<file path="config.mk">
export PLATFORM = sky130hd
export DESIGN_NAME = apb_mac_ctrl_flat
export DESIGN_NICKNAME = d
export VERILOG_FILES = /design/src/rtl/apb_mac_ctrl_if.sv /design/src/rtl/apb_mac_ctrl.sv /design/src/flat_wrapper.sv
export SDC_FILE = /design/constraint.sdc
export NUM_CORES = 1
export LEC_CHECK = 0
export CAP_MARGIN = 10
export CORE_AREA = 8 8 81 83
export DETAILED_ROUTE_END_ITERATION = 10
export DIE_AREA = 0 0 89 91
export GPL_TIMING_DRIVEN = 1
export PLACE_DENSITY = 0.88
export SLEW_MARGIN = 25
export SYNTH_ARGS = -nofsm -noshare
export SYNTH_HDL_FRONTEND = slang
export SYNTH_SLANG_ARGS = --single-unit
export TNS_END_PERCENT = 50
</file>
<file path="constraint.sdc">
create_clock -name clk -period 4.17 [get_ports clk]
set_clock_uncertainty 0.15 [all_clocks]
set_input_delay 0.834 -clock clk [delete_from_list [all_inputs] [get_ports clk]]
set_output_delay 0.834 -clock clk [all_outputs]
set_load 0.1 [all_outputs]
</file>
<file path="src/rtl/apb_mac_ctrl_if.sv">
// APB3 bus bundle between a bus master and the apb_mac_ctrl register slave.
interface apb_mac_ctrl_if #(
   parameter int PDATA_WIDTH = 32
);
   logic                   psel;
   logic                   penable;
   logic                   pwrite;
   logic [4:0]             paddr;
   logic [PDATA_WIDTH-1:0] pwdata;
   logic [PDATA_WIDTH-1:0] prdata;
   logic                   pready;
   logic                   pslverr;

   modport slave (
      input  psel, penable, pwrite, paddr, pwdata,
      output prdata, pready, pslverr
   );

   modport master (
      output psel, penable, pwrite, paddr, pwdata,
      input  prdata, pready, pslverr
   );
endinterface

</file>
<file path="src/rtl/apb_mac_ctrl.sv">
// APB3 register slave that launches the Booth MAC over an en/ready handshake and collects its result.
// Define APB_MAC_CTRL_IRQ_EN to add the registered completion interrupt output irq.
module apb_mac_ctrl #(
   parameter int OPERAND_WIDTH = 8,
   parameter int PDATA_WIDTH   = 32,
   parameter int TIMEOUT       = 15
) (
   input  logic                       clk,
   input  logic                       rst,
   apb_mac_ctrl_if.slave              apb,
   output logic                       mac_en,
   output logic [OPERAND_WIDTH-1:0]   mac_a,
   output logic [OPERAND_WIDTH-1:0]   mac_b,
   input  logic [2*OPERAND_WIDTH-1:0] mac_result,
   input  logic                       mac_ready
`ifdef APB_MAC_CTRL_IRQ_EN
   ,
   output logic                       irq
`endif
);

   localparam int RES_W = 2 * OPERAND_WIDTH;
   localparam int CNT_W = $clog2(TIMEOUT + 1);

   localparam logic [2:0] REG_OPA    = 3'd0;
   localparam logic [2:0] REG_OPB    = 3'd1;
   localparam logic [2:0] REG_CTRL   = 3'd2;
   localparam logic [2:0] REG_STATUS = 3'd3;
   localparam logic [2:0] REG_RESULT = 3'd4;

   typedef enum logic [1:0] {
      IDLE  = 2'd0,
      RUN   = 2'd1,
      DRAIN = 2'd2
   } state_t;

   state_t             state;
   state_t             state_next;
   logic [OPERAND_WIDTH-1:0] opa;
   logic [OPERAND_WIDTH-1:0] opb;
   logic               irq_en;
   logic               done;
   logic               err;
   logic [RES_W-1:0]   result;
   logic [CNT_W-1:0]   tcnt;

   logic               access;
   logic               wr_acc;
   logic               rd_acc;
   logic [2:0]         sel;
   logic               addr_ok;
   logic               busy;
   logic               start_req;
   logic               start;
   logic               busy_reject;
   logic               capture;
   logic               expire;
   logic               unused_bits;

   assign access      = apb.psel & apb.penable;
   assign wr_acc      = access & apb.pwrite;
   assign rd_acc      = access & ~apb.pwrite;
   assign sel         = apb.paddr[4:2];
   assign addr_ok     = (sel <= REG_RESULT);
   assign busy        = (state != IDLE);
   assign start_req   = wr_acc & (sel == REG_CTRL) & apb.pwdata[0];
   assign start       = start_req & ~busy;
   // Operands and the start bit are frozen while the MAC owns them.
   assign busy_reject = wr_acc & busy & ((sel == REG_OPA) | (sel == REG_OPB) | start_req);
   assign capture     = (state == RUN) & mac_ready;
   assign expire      = (state == RUN) & ~mac_ready & (tcnt == CNT_W'(TIMEOUT - 1));

   assign unused_bits = ^{apb.paddr[1:0], apb.pwdata[PDATA_WIDTH-1:OPERAND_WIDTH]};

   assign apb.pready  = 1'b1;
   assign apb.pslverr = access & (~addr_ok | busy_reject);

   assign mac_en = (state == RUN);
   assign mac_a  = opa;
   assign mac_b  = opb;

   always_ff @(posedge clk or posedge rst) begin
      if (rst) begin
         state <= IDLE;
      end else begin
         // NOTE: non-blocking so every register in this edge sees pre-edge values.
         state <= state_next;
      end
   end

   always_comb begin
      // NOTE: default first, so no branch can leave state_next unassigned and infer a latch.
      state_next = state;
      case (state)
         IDLE:    if (start) state_next = RUN;
         RUN:     if (capture || expire) state_next = DRAIN;
         DRAIN:   state_next = IDLE;
         default: state_next = IDLE;
      endcase
   end

   always_ff @(posedge clk or posedge rst) begin
      if (rst) begin
         opa    <= '0;
         opb    <= '0;
         irq_en <= 1'b0;
         done   <= 1'b0;
         err    <= 1'b0;
         result <= '0;
         tcnt   <= '0;
      end else begin
         if (wr_acc && !busy && sel == REG_OPA) opa <= apb.pwdata[OPERAND_WIDTH-1:0];
         if (wr_acc && !busy && sel == REG_OPB) opb <= apb.pwdata[OPERAND_WIDTH-1:0];
         if (wr_acc && sel == REG_CTRL)         irq_en <= apb.pwdata[1];

         if (start)              tcnt <= '0;
         else if (state == RUN)  tcnt <= tcnt + CNT_W'(1);

         // Capture outranks a same-edge RESULT read; the read only clears done in IDLE.
         if (start)                                                   done <= 1'b0;
         else if (capture)                                            done <= 1'b1;
         else if (rd_acc && sel == REG_RESULT && state == IDLE)       done <= 1'b0;

         if (start)       err <= 1'b0;
         else if (expire) err <= 1'b1;

         if (capture) result <= mac_result;
      end
   end

`ifdef APB_MAC_CTRL_IRQ_EN
   always_ff @(posedge clk or posedge rst) begin
      if (rst) irq <= 1'b0;
      else     irq <= irq_en & (done | err);
   end
`endif

   always_comb begin
      apb.prdata = '0;
      if (rd_acc) begin
         case (sel)
            REG_OPA:    apb.prdata = PDATA_WIDTH'(opa);
            REG_OPB:    apb.prdata = PDATA_WIDTH'(opb);
            REG_CTRL:   apb.prdata = PDATA_WIDTH'({irq_en, 1'b0});
            REG_STATUS: apb.prdata = PDATA_WIDTH'({err, done, busy});
            REG_RESULT: apb.prdata = PDATA_WIDTH'(result);
            default:    apb.prdata = '0;
         endcase
      end
   end

endmodule

</file>
<file path="src/flat_wrapper.sv">
// flat-port wrapper written by rule: the top's interface ports become plain ports
module apb_mac_ctrl_flat 
#(
   parameter int OPERAND_WIDTH = 8,
   parameter int PDATA_WIDTH   = 32,
   parameter int TIMEOUT       = 15
)
  (clk, rst, mac_en, mac_a, mac_b, mac_result, mac_ready, apb_psel, apb_penable, apb_pwrite, apb_paddr, apb_pwdata, apb_prdata, apb_pready, apb_pslverr);
  apb_mac_ctrl_if #(.PDATA_WIDTH(PDATA_WIDTH)) apb_i ();
  input  logic clk;
  input  logic rst;
  output logic mac_en;
  output logic [OPERAND_WIDTH-1:0] mac_a;
  output logic [OPERAND_WIDTH-1:0] mac_b;
  input  logic [2*OPERAND_WIDTH-1:0] mac_result;
  input  logic mac_ready;
  input wire logic [$bits(apb_i.psel)-1:0] apb_psel;
  input wire logic [$bits(apb_i.penable)-1:0] apb_penable;
  input wire logic [$bits(apb_i.pwrite)-1:0] apb_pwrite;
  input wire logic [$bits(apb_i.paddr)-1:0] apb_paddr;
  input wire logic [$bits(apb_i.pwdata)-1:0] apb_pwdata;
  output wire logic [$bits(apb_i.prdata)-1:0] apb_prdata;
  output wire logic [$bits(apb_i.pready)-1:0] apb_pready;
  output wire logic [$bits(apb_i.pslverr)-1:0] apb_pslverr;
  assign apb_i.psel = apb_psel;
  assign apb_i.penable = apb_penable;
  assign apb_i.pwrite = apb_pwrite;
  assign apb_i.paddr = apb_paddr;
  assign apb_i.pwdata = apb_pwdata;
  assign apb_prdata = apb_i.prdata;
  assign apb_pready = apb_i.pready;
  assign apb_pslverr = apb_i.pslverr;
  apb_mac_ctrl #(.OPERAND_WIDTH(OPERAND_WIDTH), .PDATA_WIDTH(PDATA_WIDTH), .TIMEOUT(TIMEOUT)) u_core (.clk(clk), .rst(rst), .apb(apb_i), .mac_en(mac_en), .mac_a(mac_a), .mac_b(mac_b), .mac_result(mac_result), .mac_ready(mac_ready));
endmodule
</file>
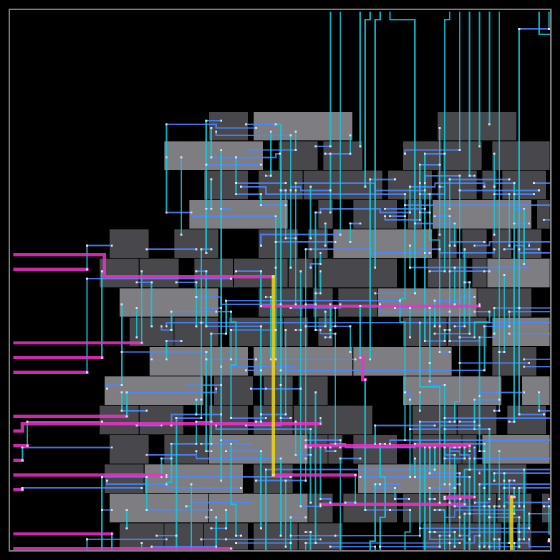
**Above:** zoomed window.
Region (0, 41) to (50, 91) um. Cells in grey, sequential cells in the stronger grey; small squares are vias.
| colour | layer |
|---|---|
| yellow | M4 |
| cyan | M2 |
| blue | M1 |
| magenta | M3 |
cells with their middle in the window: 103
most frequent: mux2_2 (21), clkdlybuf4s50_1 (20), dfrtp_1 (20)
sequential cells in the window: 20
netlist names of flops here include: u_core.mac_b (7), u_core.mac_a (6), u_core.result (6)

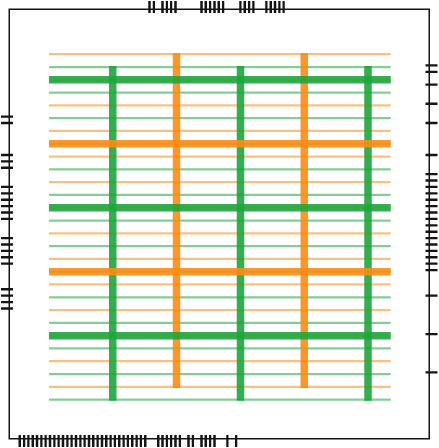
**Above:** supply network.
Pins as bars on the die edge.
| colour | net |
|---|---|
| green | VSS |
| orange | VDD |
rows: 27
met1 rails: 28
vertical extent of the die: 91 um
floorplan core area: 5338 um2
Die Span X: 89 um

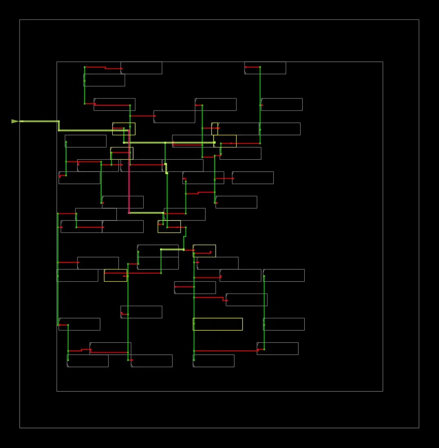
**Above:** the clock network.
CTS Buf Count: 5
final-layout clock buffer total: 7
layout sequential cell count: 41
insertion delay of the later-clocked pin in the worst-skew pair: 0.28 ns
clk pwr: 0.000328 W

==> impl_metrics.tcl <==
# implementation run metrics
set metrics [dict create \
    yosysWarnings 0 \
    share_clk_of_total_power 0.228 \
    synth-edff-count 0 \
    critical_path.top_delay_family "simple AND/OR/NAND/NOR gates" \
    fillerInstances 435 \
    ios 110 \
    seq_area_frac 0.3262 \
    synthFlopType "dfrtp_1" \
    comb.multi_input.count 136 \
    crit_buf_inv 2 \
    post-synth-top-area-cell "dfrtp_1" \
    grt.met1_usage 0.1560 \
    crit-reg2reg-launch "u_core.state[0]" \
    top_area_frac 0.4699 \
    netlist_logic_family_top "multiplexers" \
    synth-area-yosys_um2 2183 \
    hold-worst-slack_ns 0.3494 \
    status "complete, no violations" \
    diodes 0 \
    grtUsageMet2 0.2486 \
    instances_no_fill 333 \
    antenna_found_initial 0 \
    cts_sinks 41 \
    layout.area.seq_um2 1026 \
    finalPower_w 0.001439 \
    viasPerCell 5.039 \
    post_route_cells_drive_above_1_share 0.3103 \
    setup_total_negative_slack_ns 0 \
    htreeDepth 2 \
    m1WireLength_um 2128 \
]
Power is estimated from default activity; no workload was simulated.
